==> config.mk <==
export PLATFORM = sky130hd
export DESIGN_NAME = id_pipelined
export DESIGN_NICKNAME = d
export VERILOG_FILES = /design/src/rtl/id_pipelined_pkg.sv /design/src/rtl/registers_bank.sv /design/src/rtl/id_pipelined.sv
export SDC_FILE = /design/constraint.sdc
export NUM_CORES = 2
export LEC_CHECK = 0
export CORE_AREA = 2 2 511 513
export DETAILED_ROUTE_END_ITERATION = 10
export DIE_AREA = 0 0 513 515
export GPL_TIMING_DRIVEN = 0
export HOLD_SLACK_MARGIN = 0.06
export PLACE_DENSITY_LB_ADDON = 0.3
export SYNTH_ARGS = -nofsm -noshare
export SYNTH_HDL_FRONTEND = slang
export SYNTH_SLANG_ARGS = --single-unit
==> constraint.sdc <==
create_clock -name i_clk -period 47.1 [get_ports i_clk]
set_clock_uncertainty 0.2 [all_clocks]
set_input_delay 4.71 -clock i_clk [delete_from_list [all_inputs] [get_ports i_clk]]
set_output_delay 4.71 -clock i_clk [all_outputs]
set_load 0.02 [all_outputs]
==> src/rtl/id_pipelined_pkg.sv <==
// Shared decode constants, control-word layout and FSM encoding for the ID stage.
// Latency: n/a (types and pure functions only).
// Backpressure: n/a.
package id_pipelined_pkg;

  // Primary opcodes (instruction[31:26])
  localparam logic [5:0] OP_RTYPE = 6'b000000;
  localparam logic [5:0] OP_LW    = 6'b100011;
  localparam logic [5:0] OP_SW    = 6'b101011;
  localparam logic [5:0] OP_BEQ   = 6'b000100;
  localparam logic [5:0] OP_BNE   = 6'b000101;
  localparam logic [5:0] OP_J     = 6'b000010;
  localparam logic [5:0] OP_JAL   = 6'b000011;
  localparam logic [5:0] OP_HALT  = 6'b111111;

  // R-type function codes (instruction[5:0])
  localparam logic [5:0] FUNCT_JR = 6'b001000;

  // Control field encodings
  localparam logic [1:0] REG_DST_RT  = 2'd0;
  localparam logic [1:0] REG_DST_RD  = 2'd1;
  localparam logic [1:0] REG_DST_R31 = 2'd2;
  localparam logic [1:0] WB_SRC_ALU  = 2'd0;
  localparam logic [1:0] WB_SRC_MEM  = 2'd1;
  localparam logic [1:0] WB_SRC_LINK = 2'd2;
  localparam logic [1:0] ALU_SRC_REG = 2'd0;
  localparam logic [1:0] ALU_SRC_IMM = 2'd1;
  localparam logic [2:0] ALU_OP_ADD   = 3'd0;
  localparam logic [2:0] ALU_OP_SUB   = 3'd1;
  localparam logic [2:0] ALU_OP_RTYPE = 3'd2;

  // Control word; field order fixes the bit offsets of o_ctrl (reg_write is bit 11)
  typedef struct packed {
    logic       reg_write;
    logic       mem_read;
    logic       mem_write;
    logic [1:0] reg_dst;
    logic [1:0] mem_to_reg;
    logic [1:0] alu_src;
    logic [2:0] alu_op;
  } ctrl_t;

  typedef enum logic {
    ST_RUN    = 1'b0,
    ST_HALTED = 1'b1
  } state_t;

  // Opcode/funct to control word; J, HALT and unknown opcodes give all-zero control
  function automatic ctrl_t decode_ctrl(input logic [5:0] op, input logic [5:0] funct);
    ctrl_t c;
    c = '0;
    case (op)
      OP_RTYPE: begin
        if (funct != FUNCT_JR) begin
          c.reg_write  = 1'b1;
          c.reg_dst    = REG_DST_RD;
          c.mem_to_reg = WB_SRC_ALU;
          c.alu_src    = ALU_SRC_REG;
          c.alu_op     = ALU_OP_RTYPE;
        end
      end
      OP_LW: begin
        c.reg_write  = 1'b1;
        c.mem_read   = 1'b1;
        c.reg_dst    = REG_DST_RT;
        c.mem_to_reg = WB_SRC_MEM;
        c.alu_src    = ALU_SRC_IMM;
        c.alu_op     = ALU_OP_ADD;
      end
      OP_SW: begin
        c.mem_write = 1'b1;
        c.alu_src   = ALU_SRC_IMM;
        c.alu_op    = ALU_OP_ADD;
      end
      OP_BEQ, OP_BNE: begin
        c.alu_src = ALU_SRC_REG;
        c.alu_op  = ALU_OP_SUB;
      end
      OP_JAL: begin
        c.reg_write  = 1'b1;
        c.reg_dst    = REG_DST_R31;
        c.mem_to_reg = WB_SRC_LINK;
        c.alu_op     = ALU_OP_ADD;
      end
      default: c = '0;
    endcase
    return c;
  endfunction

endpackage

==> src/rtl/registers_bank.sv <==
// General-purpose register file, two read ports with write-through bypass, r0 hardwired to zero.
// Latency: reads combinational, write lands on the next rising edge.
// Backpressure: none; a write strobe is always accepted.
module registers_bank #(
  parameter int REGISTERS_BANK_SIZE = 32,
  parameter int BUS_SIZE            = 32
) (
  input  logic                                     i_clk,
  input  logic                                     i_reset,
  input  logic                                     i_write_enable,
  input  logic [$clog2(REGISTERS_BANK_SIZE)-1:0]   i_write_addr,
  input  logic [BUS_SIZE-1:0]                      i_write_data,
  input  logic [$clog2(REGISTERS_BANK_SIZE)-1:0]   i_read_addr_a,
  input  logic [$clog2(REGISTERS_BANK_SIZE)-1:0]   i_read_addr_b,
  output logic [BUS_SIZE-1:0]                      o_read_data_a,
  output logic [BUS_SIZE-1:0]                      o_read_data_b,
  output logic [REGISTERS_BANK_SIZE*BUS_SIZE-1:0]  o_bus_debug
);

  logic [BUS_SIZE-1:0] regs [REGISTERS_BANK_SIZE];

  // Storage: r0 is never written so it stays at its reset value of zero
  always_ff @(posedge i_clk or posedge i_reset) begin
    if (i_reset) begin
      for (int i = 0; i < REGISTERS_BANK_SIZE; i++) regs[i] <= '0;
    end else if (i_write_enable && (i_write_addr != '0)) begin
      regs[i_write_addr] <= i_write_data;
    end
  end

  // Read ports: a same-cycle write to the read address is forwarded
  always_comb begin
    o_read_data_a = regs[i_read_addr_a];
    o_read_data_b = regs[i_read_addr_b];
    if (i_read_addr_a == '0) o_read_data_a = '0;
    else if (i_write_enable && (i_write_addr == i_read_addr_a)) o_read_data_a = i_write_data;
    if (i_read_addr_b == '0) o_read_data_b = '0;
    else if (i_write_enable && (i_write_addr == i_read_addr_b)) o_read_data_b = i_write_data;
  end

  for (genvar g = 0; g < REGISTERS_BANK_SIZE; g++) begin : g_debug
    assign o_bus_debug[g*BUS_SIZE +: BUS_SIZE] = regs[g];
  end

endmodule

==> src/rtl/id_pipelined.sv <==
// Instruction decode stage: decode, register read, hazard detection, branch/jump redirect, ID/EX register.
// Latency: one cycle to the ID/EX register; redirect and o_ready are combinational.
// Backpressure: i_stall holds the register with o_ready low; hazards and HALTED insert bubbles with o_ready low.
module id_pipelined
  import id_pipelined_pkg::*;
#(
  parameter int REGISTERS_BANK_SIZE = 32,
  parameter int PC_SIZE             = 32,
  parameter int BUS_SIZE            = 32
) (
  input  logic                                     i_clk,
  input  logic                                     i_reset,
  input  logic                                     i_valid,
  input  logic [BUS_SIZE-1:0]                      i_instruction,
  input  logic [PC_SIZE-1:0]                       i_next_seq_pc,
  input  logic                                     i_stall,
  input  logic                                     i_flush,
  input  logic                                     i_wb_write_enable,
  input  logic [$clog2(REGISTERS_BANK_SIZE)-1:0]   i_wb_addr,
  input  logic [BUS_SIZE-1:0]                      i_wb_data,
  input  logic                                     i_ex_reg_write,
  input  logic                                     i_ex_mem_read,
  input  logic [4:0]                               i_ex_wr_addr,
  output logic                                     o_ready,
  output logic                                     o_valid,
  output logic [11:0]                              o_ctrl,
  output logic [BUS_SIZE-1:0]                      o_bus_a,
  output logic [BUS_SIZE-1:0]                      o_bus_b,
  output logic [BUS_SIZE-1:0]                      o_imm_ext,
  output logic [4:0]                               o_rs,
  output logic [4:0]                               o_rt,
  output logic [4:0]                               o_rd,
  output logic                                     o_next_pc_src,
  output logic [PC_SIZE-1:0]                       o_next_not_seq_pc,
  output logic                                     o_halted,
  output logic [31:0]                              o_stall_count,
  output logic [REGISTERS_BANK_SIZE*BUS_SIZE-1:0]  o_bus_debug
);

  localparam int ADDR_W = $clog2(REGISTERS_BANK_SIZE);

  logic [5:0]          op, funct;
  logic [4:0]          rs, rt, rd;
  logic [15:0]         imm;
  logic [25:0]         dir;
  logic [BUS_SIZE-1:0] rdata_a, rdata_b;
  logic [PC_SIZE-1:0]  br_target, jmp_target;
  ctrl_t               dec_ctrl;
  logic                is_jr, uses_rt, ex_src_match, load_use, branch_dep, hazard;
  state_t              state_q, state_d;
  logic                hold, load_instr, count_inc, accept;

  assign op    = i_instruction[31:26];
  assign rs    = i_instruction[25:21];
  assign rt    = i_instruction[20:16];
  assign rd    = i_instruction[15:11];
  assign imm   = i_instruction[15:0];
  assign funct = i_instruction[5:0];
  assign dir   = i_instruction[25:0];

  registers_bank #(
    .REGISTERS_BANK_SIZE (REGISTERS_BANK_SIZE),
    .BUS_SIZE            (BUS_SIZE)
  ) u_registers_bank (
    .i_clk          (i_clk),
    .i_reset        (i_reset),
    .i_write_enable (i_wb_write_enable),
    .i_write_addr   (i_wb_addr),
    .i_write_data   (i_wb_data),
    .i_read_addr_a  (rs[ADDR_W-1:0]),
    .i_read_addr_b  (rt[ADDR_W-1:0]),
    .o_read_data_a  (rdata_a),
    .o_read_data_b  (rdata_b),
    .o_bus_debug    (o_bus_debug)
  );

  assign dec_ctrl = decode_ctrl(op, funct);
  assign is_jr    = (op == OP_RTYPE) && (funct == FUNCT_JR);
  assign uses_rt  = ((op == OP_RTYPE) && !is_jr) || (op == OP_SW) || (op == OP_BEQ) || (op == OP_BNE);

  // rs is always compared; rt only when the instruction actually reads it
  assign ex_src_match = (i_ex_wr_addr != 5'd0) &&
                        ((i_ex_wr_addr == rs) || (uses_rt && (i_ex_wr_addr == rt)));
  assign load_use     = i_ex_mem_read && ex_src_match;
  // Branches resolve in ID, so any in-flight ALU result they read is not yet available
  assign branch_dep   = ((op == OP_BEQ) || (op == OP_BNE) || is_jr) && i_ex_reg_write && ex_src_match;
  assign hazard       = i_valid && (load_use || branch_dep);

  assign br_target  = i_next_seq_pc + PC_SIZE'($signed({imm, 2'b00}));
  assign jmp_target = PC_SIZE'({i_next_seq_pc[PC_SIZE-1 -: 4], dir, 2'b00});

  // FSM state register
  always_ff @(posedge i_clk or posedge i_reset) begin
    if (i_reset) state_q <= ST_RUN;
    else         state_q <= state_d;
  end

  // Next state, handshake and ID/EX register action (hold / load / otherwise bubble)
  always_comb begin
    state_d    = state_q;
    o_ready    = 1'b0;
    hold       = 1'b0;
    load_instr = 1'b0;
    count_inc  = 1'b0;
    accept     = 1'b0;
    case (state_q)
      ST_RUN: begin
        if (i_flush) begin
          o_ready = 1'b1;
        end else if (i_stall) begin
          hold = 1'b1;
        end else if (hazard) begin
          count_inc = 1'b1;
        end else begin
          o_ready = i_valid;
          accept  = i_valid;
          if (i_valid) begin
            if (op == OP_HALT) state_d = ST_HALTED;
            else               load_instr = 1'b1;
          end
        end
      end
      default: ;  // HALTED: bubbles, not ready, left only through reset
    endcase
  end

  // Redirect to IF for accepted control-flow instructions
  always_comb begin
    o_next_pc_src     = 1'b0;
    o_next_not_seq_pc = '0;
    if (accept) begin
      case (op)
        OP_BEQ: if (rdata_a == rdata_b) begin
          o_next_pc_src     = 1'b1;
          o_next_not_seq_pc = br_target;
        end
        OP_BNE: if (rdata_a != rdata_b) begin
          o_next_pc_src     = 1'b1;
          o_next_not_seq_pc = br_target;
        end
        OP_J, OP_JAL: begin
          o_next_pc_src     = 1'b1;
          o_next_not_seq_pc = jmp_target;
        end
        OP_RTYPE: if (funct == FUNCT_JR) begin
          o_next_pc_src     = 1'b1;
          o_next_not_seq_pc = PC_SIZE'(rdata_a);
        end
        default: ;
      endcase
    end
  end

  // ID/EX pipeline register
  always_ff @(posedge i_clk or posedge i_reset) begin
    if (i_reset) begin
      o_valid   <= 1'b0;
      o_ctrl    <= '0;
      o_bus_a   <= '0;
      o_bus_b   <= '0;
      o_imm_ext <= '0;
      o_rs      <= '0;
      o_rt      <= '0;
      o_rd      <= '0;
    end else if (hold) begin
      o_valid <= o_valid;
    end else if (load_instr) begin
      o_valid   <= 1'b1;
      o_ctrl    <= dec_ctrl;
      o_bus_a   <= (op == OP_JAL) ? BUS_SIZE'(i_next_seq_pc) : rdata_a;
      o_bus_b   <= rdata_b;
      o_imm_ext <= BUS_SIZE'($signed(imm));
      o_rs      <= rs;
      o_rt      <= rt;
      o_rd      <= rd;
    end else begin
      o_valid   <= 1'b0;
      o_ctrl    <= '0;
      o_bus_a   <= '0;
      o_bus_b   <= '0;
      o_imm_ext <= '0;
      o_rs      <= '0;
      o_rt      <= '0;
      o_rd      <= '0;
    end
  end

  // Saturating count of hazard bubbles
  always_ff @(posedge i_clk or posedge i_reset) begin
    if (i_reset)                                 o_stall_count <= '0;
    else if (count_inc && (o_stall_count != '1)) o_stall_count <= o_stall_count + 32'd1;
  end

  assign o_halted = (state_q == ST_HALTED);

endmodule
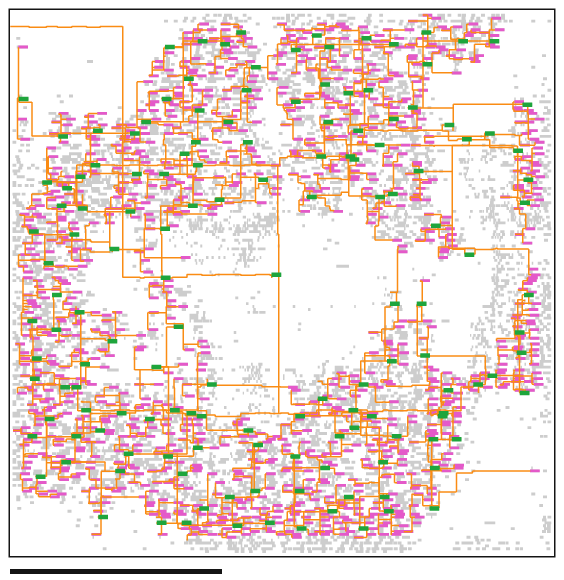
Figure 1: routed clock nets over the placement.
The bar under the picture is 200 um long.
[green] clock drivers | count: 147
[orange] clock wires | length: 19700 um
[magenta] flip-flops | count: 1156
routed clock nets: 148
clock network power share: 29.6%
clock network power: 1.22 mW
insertion delay at the late pin of the worst-skew pair: 860 ps

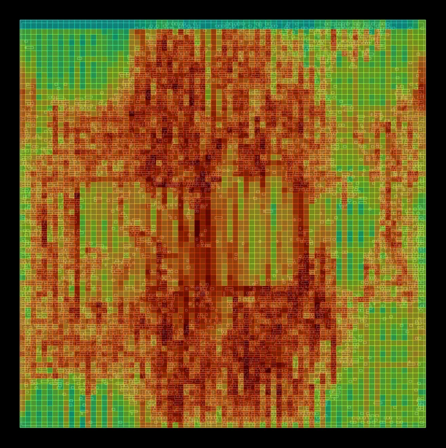
Figure 2: routing congestion.
met1 GRT Util: 44.54%
final core utilization: 33.75%
M2 GR Usage: 58.63%

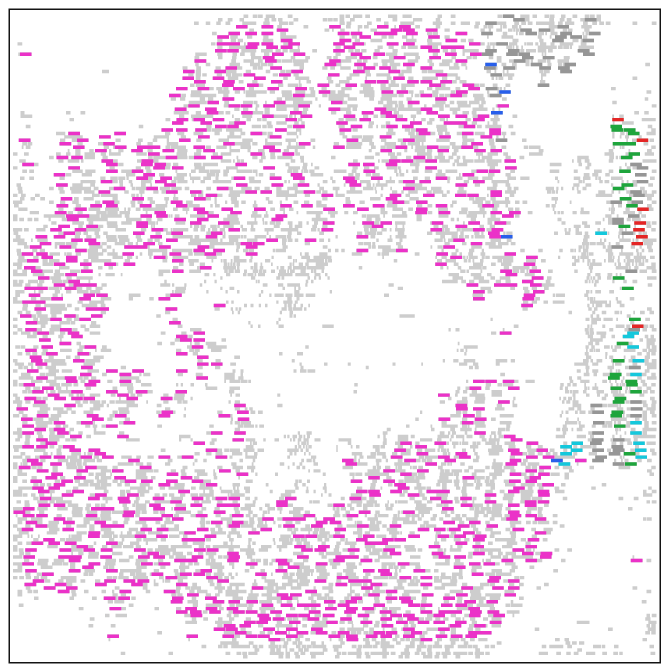
Figure 3: sequential cells grouped by signal name.
Other sequential cells in the stronger gray, the rest of the logic in the fainter gray.
[red] o_ctrl | sequential cells: 8
[cyan] o_imm_ext | sequential cells: 16
[magenta] u_registers_bank.o_bus_debug | sequential cells: 1024 | where: spread over the die
[blue] o_rs | sequential cells: 5 | where: upper right
[green] o_bus_a | sequential cells: 32
flop share of the area: 33.15%
total sequential power: 1.41 mW
area taken by flip-flops and latches: 28930 sq um

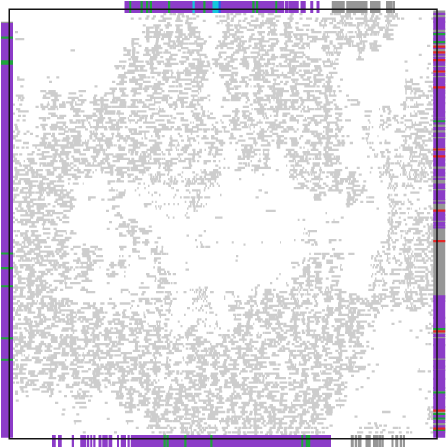
Figure 4: pin map.
Pins as bars across the die edge, other pins in gray.
[cyan] i_ex_wr_addr | pins: 5 | direction: input | edge: top
[blue] i_ex_mem_read | pins: 1 | direction: input | edge: top
[red] o_ctrl | pins: 12 | direction: output | edge: right
[purple] o_bus_debug | pins: 1024 | direction: output | edge: 357 left, 270 bottom, 200 top, 197 right
[green] i_wb_data | pins: 32 | direction: input | edge: 9 top, 8 left, 8 right, 7 bottom
Die Width: 513 um
floorplan die height: 515 um
number of input and output port buffers inserted: 1311

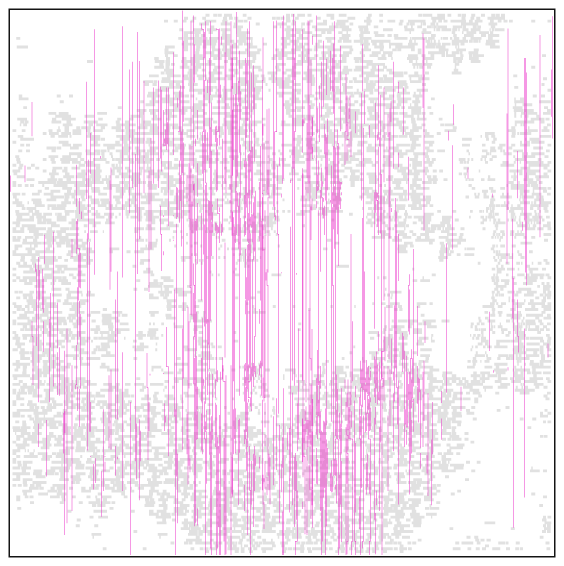
Figure 5: metal 4.
Cells faint in the background.
nets with wire on the layer: 430
main direction: vertical
share of all routed wire: 7.9%
longest straight run: 332 um

==> worst max-delay path: stages <==
cell and delay, ps:
sky130_fd_sc_hd__buf_2 390, sky130_fd_sc_hd__clkbuf_1 930, sky130_fd_sc_hd__buf_2 850, sky130_fd_sc_hd__buf_2 710
sky130_fd_sc_hd__nor2_1 440, sky130_fd_sc_hd__a2111oi_0 1260, sky130_fd_sc_hd__a221oi_1 420, sky130_fd_sc_hd__a21oi_1 900
sky130_fd_sc_hd__xor2_1 150, sky130_fd_sc_hd__nor4_1 1090, sky130_fd_sc_hd__nand3_1 360, sky130_fd_sc_hd__nor4_2 540
sky130_fd_sc_hd__mux2i_1 360, sky130_fd_sc_hd__buf_2 320, sky130_fd_sc_hd__o22ai_1 760, sky130_fd_sc_hd__clkdlybuf4s50_1 760
==> qor.log <==
[run_status] violated checks max-capacitance violations, max-slew violations
[power] internal cell power 2.490 mW
[detailed_routing] met1 layer wirelength in the final routing 190800 um
[final_timing] Worst Hold Margin 277.7 ps
[clock_network] TritonCTS clock tree done
[detailed_routing] number of vias in the routed layout 58230
[synth] share of synthesized area occupied by flip-flops and latches 45.71%
[synth] Unique cell types 77
[job] max capacitance violation total 21
[placed_design] final estimated routing congestion in global placement 0.9723
[synth] async set-reset flop share out of synthesis 100.0%
[finish] Final nets 6227
[die] site row count 187
[grt] most used routing layer in global routing met2
[final_timing] Peak Freq 50.07 MHz
[power] power per cell area 47.36 nW/um^2
[final_timing] final tally of hold violations 0
[worst_setup_path] capturing element type of the critical path output pin
[worst_setup_path] termination of the worst setup path o_next_not_seq_pc[15]
[placed_design] worst slack at placement 27520 ps
[run_status] run status complete, but fails checks
[detailed_routing] Via-to-Cell Ratio 6.029
[finish] Layout fillers 25450
[synth] largest cells by area after synthesis sky130_fd_sc_hd__dfrtp_1 46%, sky130_fd_sc_hd__mux2_2 18%, sky130_fd_sc_hd__mux4_2 18%, sky130_fd_sc_hd__mux2i_1 2.4%, sky130_fd_sc_hd__clkbuf_1 1.7%
[synth] ranking of synthesized cells by instance count 1156 x sky130_fd_sc_hd__dfrtp_1, 1016 x sky130_fd_sc_hd__mux2_2, 505 x sky130_fd_sc_hd__mux4_2
[final_timing] final tally of max-slew violations 188
[worst_setup_path] path type of the worst setup path input pin to output pin
[die] number of top-level design ports 1329
[clock_network] total of cells resized after clock tree synthesis 0
[finish] data-path buffer share of cell area in the final layout 19.13%
[finish] clock tree cell share of total cell area 5.785%
[clock_network] number of buffers inserted during clock tree synthesis 147
[detailed_routing] highest routed metal layer met5
Power is estimated from default activity; no workload was simulated.
